===== config.mk =====
export PLATFORM = sky130hd
export DESIGN_NAME = charis_ctrl_fsm
export DESIGN_NICKNAME = d
export VERILOG_FILES = /design/src/rtl/charis_pkg.sv /design/src/rtl/charis_alu_decode.sv /design/src/rtl/charis_ctrl_fsm.sv
export SDC_FILE = /design/constraint.sdc
export NUM_CORES = 1
export LEC_CHECK = 0
export CORE_MARGIN = 2
export CORE_UTILIZATION = 28
export DETAILED_ROUTE_END_ITERATION = 6
export PLACE_DENSITY = 0.53
export SLEW_MARGIN = 30
export SYNTH_ARGS = -nofsm -noshare
export SYNTH_HDL_FRONTEND = slang
export SYNTH_SLANG_ARGS = --single-unit

===== constraint.sdc =====
create_clock -name Clk -period 2.29 [get_ports Clk]
set_input_delay 0.458 -clock Clk [delete_from_list [all_inputs] [get_ports Clk]]
set_output_delay 0.458 -clock Clk [all_outputs]
set_load 0.05 [all_outputs]

===== src/rtl/charis_pkg.sv =====
// ---------------------------------------------------------------------------
// charis_pkg : opcode/func/ALU encodings and FSM state encoding for charis
// Revision 1.0
// ---------------------------------------------------------------------------
`default_nettype none

package charis_pkg;

  localparam logic [5:0] OP_RTYPE = 6'b100000;
  localparam logic [5:0] OP_LI    = 6'b111000;
  localparam logic [5:0] OP_LUI   = 6'b111001;
  localparam logic [5:0] OP_ADDI  = 6'b110000;
  localparam logic [5:0] OP_ANDI  = 6'b110010;
  localparam logic [5:0] OP_ORI   = 6'b110011;
  localparam logic [5:0] OP_B     = 6'b111111;
  localparam logic [5:0] OP_BEQ   = 6'b010000;
  localparam logic [5:0] OP_BNE   = 6'b010001;
  localparam logic [5:0] OP_LB    = 6'b000011;
  localparam logic [5:0] OP_LW    = 6'b001111;
  localparam logic [5:0] OP_SB    = 6'b000111;
  localparam logic [5:0] OP_SW    = 6'b011111;

  localparam logic [5:0] FN_ADD = 6'b110000;
  localparam logic [5:0] FN_SUB = 6'b110001;
  localparam logic [5:0] FN_AND = 6'b110010;
  localparam logic [5:0] FN_OR  = 6'b110011;
  localparam logic [5:0] FN_NOT = 6'b110100;
  localparam logic [5:0] FN_SRA = 6'b111000;
  localparam logic [5:0] FN_SRL = 6'b111001;
  localparam logic [5:0] FN_SLL = 6'b111010;
  localparam logic [5:0] FN_ROL = 6'b111100;
  localparam logic [5:0] FN_ROR = 6'b111101;

  localparam logic [3:0] ALU_ADD = 4'b0000;
  localparam logic [3:0] ALU_SUB = 4'b0001;
  localparam logic [3:0] ALU_AND = 4'b0010;
  localparam logic [3:0] ALU_OR  = 4'b0011;
  localparam logic [3:0] ALU_NOT = 4'b0100;
  localparam logic [3:0] ALU_SRA = 4'b1000;
  localparam logic [3:0] ALU_SRL = 4'b1001;
  localparam logic [3:0] ALU_SLL = 4'b1010;
  localparam logic [3:0] ALU_ROL = 4'b1100;
  localparam logic [3:0] ALU_ROR = 4'b1101;

  localparam logic [2:0] ST_FETCH  = 3'd0;
  localparam logic [2:0] ST_DECODE = 3'd1;
  localparam logic [2:0] ST_EXEC   = 3'd2;
  localparam logic [2:0] ST_MEM    = 3'd3;
  localparam logic [2:0] ST_WB     = 3'd4;
  localparam logic [2:0] ST_BRANCH = 3'd5;

  typedef enum logic [2:0] {
    S_FETCH  = ST_FETCH,
    S_DECODE = ST_DECODE,
    S_EXEC   = ST_EXEC,
    S_MEM    = ST_MEM,
    S_WB     = ST_WB,
    S_BRANCH = ST_BRANCH
  } state_t;

  function automatic logic is_load(input logic [5:0] op);
    return (op == OP_LW) || (op == OP_LB);
  endfunction

  function automatic logic is_store(input logic [5:0] op);
    return (op == OP_SW) || (op == OP_SB);
  endfunction

  function automatic logic is_byte(input logic [5:0] op);
    return (op == OP_LB) || (op == OP_SB);
  endfunction

  function automatic logic is_branch(input logic [5:0] op);
    return (op == OP_B) || (op == OP_BEQ) || (op == OP_BNE);
  endfunction

  function automatic logic is_imm(input logic [5:0] op);
    return (op == OP_LI) || (op == OP_LUI) || (op == OP_ADDI) ||
           (op == OP_ANDI) || (op == OP_ORI);
  endfunction

endpackage

`default_nettype wire


===== src/rtl/charis_alu_decode.sv =====
// ---------------------------------------------------------------------------
// charis_alu_decode : (opcode, func) -> ALU operation and legality flag
// Revision 1.0
// ---------------------------------------------------------------------------
`default_nettype none

module charis_alu_decode
  import charis_pkg::*;
(
  input  logic [5:0] opcode,
  input  logic [5:0] func,
  output logic [3:0] alu_func,
  output logic       legal
);

  always_comb begin
    alu_func = ALU_ADD;
    legal    = 1'b0;
    case (opcode)
      OP_RTYPE: begin
        legal = 1'b1;
        case (func)
          FN_ADD:  alu_func = ALU_ADD;
          FN_SUB:  alu_func = ALU_SUB;
          FN_AND:  alu_func = ALU_AND;
          FN_OR:   alu_func = ALU_OR;
          FN_NOT:  alu_func = ALU_NOT;
          FN_SRA:  alu_func = ALU_SRA;
          FN_SRL:  alu_func = ALU_SRL;
          FN_SLL:  alu_func = ALU_SLL;
          FN_ROL:  alu_func = ALU_ROL;
          FN_ROR:  alu_func = ALU_ROR;
          default: legal    = 1'b0;
        endcase
      end
      // li/lui rely on the immediate extender; the ALU just adds it to r0
      OP_LI, OP_LUI, OP_ADDI,
      OP_LB, OP_LW, OP_SB, OP_SW: begin
        alu_func = ALU_ADD;
        legal    = 1'b1;
      end
      OP_ANDI: begin
        alu_func = ALU_AND;
        legal    = 1'b1;
      end
      OP_ORI: begin
        alu_func = ALU_OR;
        legal    = 1'b1;
      end
      OP_B, OP_BEQ, OP_BNE: begin
        alu_func = ALU_SUB;
        legal    = 1'b1;
      end
      default: legal = 1'b0;
    endcase
  end

endmodule

`default_nettype wire


===== src/rtl/charis_ctrl_fsm.sv =====
// ---------------------------------------------------------------------------
// charis_ctrl_fsm : multicycle control FSM with instruction register
// Revision 1.0
// ---------------------------------------------------------------------------
`default_nettype none

module charis_ctrl_fsm
  import charis_pkg::*;
#(
  parameter int CNT_W = 32
) (
  input  logic             Clk,
  input  logic             Reset,
  input  logic [31:0]      Instr,
  input  logic             ALU_zero,
  output logic             PC_sel,
  output logic             PC_LdEn,
  output logic             RF_WrEn,
  output logic             RF_WrData_sel,
  output logic             RF_B_sel,
  output logic             ALU_Bin_sel,
  output logic [3:0]       ALU_func,
  output logic             MEM_WrEn,
  output logic             ByteOp,
  output logic             Illegal,
  output logic [CNT_W-1:0] RetireCnt
);

  state_t           r_state;
  state_t           w_next_state;
  logic [31:0]      r_ir;
  logic [CNT_W-1:0] r_retire_cnt;
  logic [5:0]       w_opcode;
  logic [5:0]       w_func;
  logic [3:0]       w_alu_func;
  logic             w_legal;
  logic             w_ir_unused;

  assign w_opcode    = r_ir[31:26];
  assign w_func      = r_ir[5:0];
  assign w_ir_unused = ^r_ir[25:6];
  assign RetireCnt   = r_retire_cnt;

  charis_alu_decode u_alu_decode (
    .opcode   (w_opcode),
    .func     (w_func),
    .alu_func (w_alu_func),
    .legal    (w_legal)
  );

  always_ff @(posedge Clk or negedge Reset) begin
    if (!Reset) begin
      r_state      <= S_FETCH;
      r_ir         <= '0;
      r_retire_cnt <= '0;
    end else begin
      r_state <= w_next_state;
      if (r_state == S_FETCH) begin
        r_ir <= Instr;
      end
      if (PC_LdEn) begin
        r_retire_cnt <= r_retire_cnt + CNT_W'(1);
      end
    end
  end

  always_comb begin
    w_next_state  = r_state;
    PC_sel        = 1'b0;
    PC_LdEn       = 1'b0;
    RF_WrEn       = 1'b0;
    RF_WrData_sel = 1'b0;
    RF_B_sel      = 1'b0;
    ALU_Bin_sel   = 1'b0;
    ALU_func      = ALU_ADD;
    MEM_WrEn      = 1'b0;
    ByteOp        = 1'b0;
    Illegal       = 1'b0;
    case (r_state)
      S_FETCH: w_next_state = S_DECODE;
      S_DECODE: begin
        // unknown encodings are skipped but still retire to keep the PC moving
        if (!w_legal) begin
          Illegal      = 1'b1;
          PC_LdEn      = 1'b1;
          w_next_state = S_FETCH;
        end else if (is_branch(w_opcode)) begin
          w_next_state = S_BRANCH;
        end else begin
          w_next_state = S_EXEC;
        end
      end
      S_EXEC: begin
        ALU_func     = w_alu_func;
        ALU_Bin_sel  = is_imm(w_opcode) || is_load(w_opcode) || is_store(w_opcode);
        w_next_state = (is_load(w_opcode) || is_store(w_opcode)) ? S_MEM : S_WB;
      end
      S_MEM: begin
        ByteOp = is_byte(w_opcode);
        if (is_store(w_opcode)) begin
          MEM_WrEn     = 1'b1;
          RF_B_sel     = 1'b1;
          PC_LdEn      = 1'b1;
          w_next_state = S_FETCH;
        end else begin
          w_next_state = S_WB;
        end
      end
      S_WB: begin
        RF_WrEn       = 1'b1;
        PC_LdEn       = 1'b1;
        RF_WrData_sel = is_load(w_opcode);
        ByteOp        = is_byte(w_opcode);
        w_next_state  = S_FETCH;
      end
      S_BRANCH: begin
        ALU_func     = w_alu_func;
        RF_B_sel     = 1'b1;
        PC_LdEn      = 1'b1;
        w_next_state = S_FETCH;
        case (w_opcode)
          OP_BEQ:  PC_sel = ALU_zero;
          OP_BNE:  PC_sel = !ALU_zero;
          default: PC_sel = 1'b1;
        endcase
      end
      default: w_next_state = S_FETCH;
    endcase
  end

endmodule

`default_nettype wire


**Clock wires, drivers and flops**

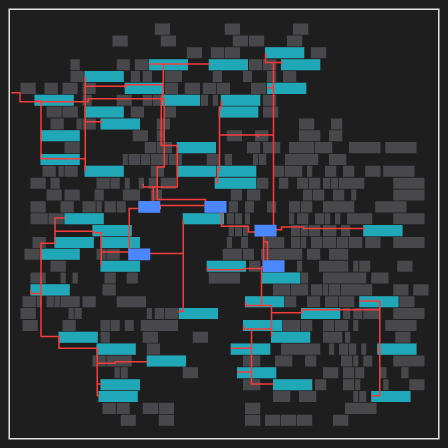
legend:
  cyan:
    item: flip-flops
    count: 47
  blue:
    item: clock drivers
    count: 5
  red:
    item: clock wires
    length: 632 um
routed clock nets: 6
clock distribution power: 0.529 mW
Clock power frac: 0.129

**Placed standard cells**

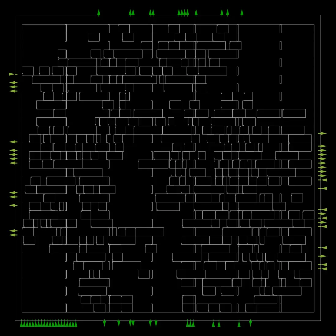
Seq/total area: 0.302
CORE AREA: 8680 um2
Tap Count: 108
Flops: 47
post-layout util: 0.449

==> changes_impl.md <==
### Changed

* Outcome: finished with violations
* Failing checks: negative setup slack
* Top cells excl fill/tap: dfrtp_1 (45), clkdlybuf4s50_1 (45), buf_4 (31)
* Post-Synthesis Cell Area at 2490 um2
* Worst-Skew Late Latency at approximately 0.29 ns
* Basic Gates by Area at 0.251
* Mapped Nets at between 200 and 300
* Max power group: combinational cells
* MUX area fraction at 0.0448
* Final setup viols at 24
* XORs/XNORs by Area at 0.116
* Hold WS at 0.0832 ns
* Vias in the first global route at 2033
* Worst Setup End Kind: primary output
* Logic gate share of total power at 0.568
* Top cells by count: dfrtp_1 (47), xnor2_1 (22), nand2_1 (21)
* Met3 Resource Use GR at 0.0286
* CP Buf/Inv Count at 2
* Tightest Hold Check Type: primary input to async pin
* ClkCell Share at 0.0244
* Reg2Reg Setup Slack at -0.08 ns
* Synth Area per Inst at roughly 10 um2
* Final setup margin at -0.196 ns
* Comb group at 2.33 mW
* Seq cells post-synth at roughly 47
* Gr busiest metal: met2
* Final Slew Violations at 0
* Filler Cells Inserted at roughly 850
* Max stage delay cell, worst path: or4_4
* Grt ovf at 0
* Num rows at 34
* RR Endpoint: RetireCnt[10]
* Logic share of the area at 0.370
* Die area at just under 10000 um2
* Inverters at 5
* Adder share at 0.00503
* Share of cells above drive strength 1 at 0.341
* Total power at 4.10 mW
**Where the registers sit**

Scale bar: 20 um. Other cells in grey.
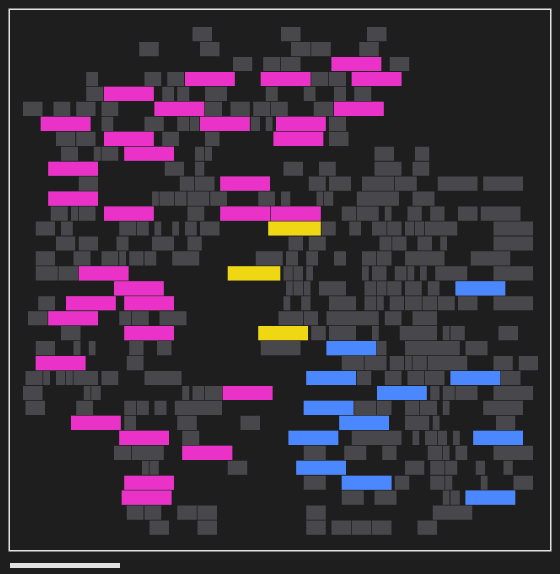
legend:
  magenta:
    netlist_name: RetireCnt
    flops: 32
  blue:
    netlist_name: r_ir
    flops: 12
  yellow:
    netlist_name: r_state
    flops: 3
sequential cell area: 1180 um2
Sequential Power: 1.24 mW

**Routed metal per tile**

The die is cut into 20 by 20 equal tiles; dark blue is low, red is high, scaled to the fullest tile. Values are wire area over tile area, all layers added.
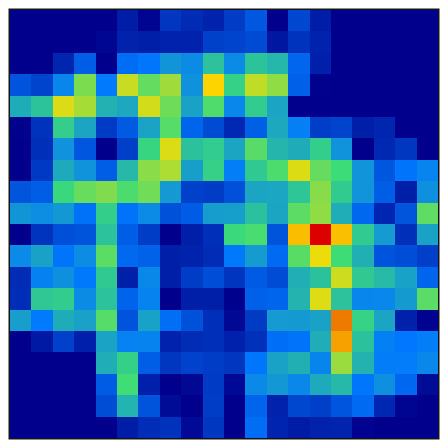
nearly empty tiles: 22%
emptiest ninth of the die: upper right
tiles over half the peak: 11%
fullest tile: 0.45
mean over tiles: 0.10
densest ninth of the die: middle right
Total Routing Usage GR: 0.128
DR vias: 2167
DR WL/cell: 14.8 um
Detailed Route WL: 6.54 mm

-- through the flow --
step                cells  area, um2  setup slack (ns)  setup TNS (ns)
floorplan             237       2550           -0.0884          -0.586
global placement      427       3580           -0.0244          -0.109
detailed placement    427       3580           -0.0398          -0.160
CTS                   439       3760            -0.214           -1.40
global route          442       3900            -0.271           -4.15
finish                442       3900            -0.196           -1.31
-- state kept, by name (all words and copies together), names as in the netlist --
| name | flops |
|---|---|
| r_state | 3 |
| r_ir | 12 |
| RetireCnt | 32 |
-- layer usage --
| layer | up-vias | routed length, um |
|---|---|---|
| met5 | - | 0 |
| met4 | 0 | 15 |
| met3 | 2 | 250 |
| met2 | 49 | 3070 |
| met1 | 1074 | 3200 |
| li1 | 1042 | - |
No activity file was given, so power comes from the tool's default toggle rates.
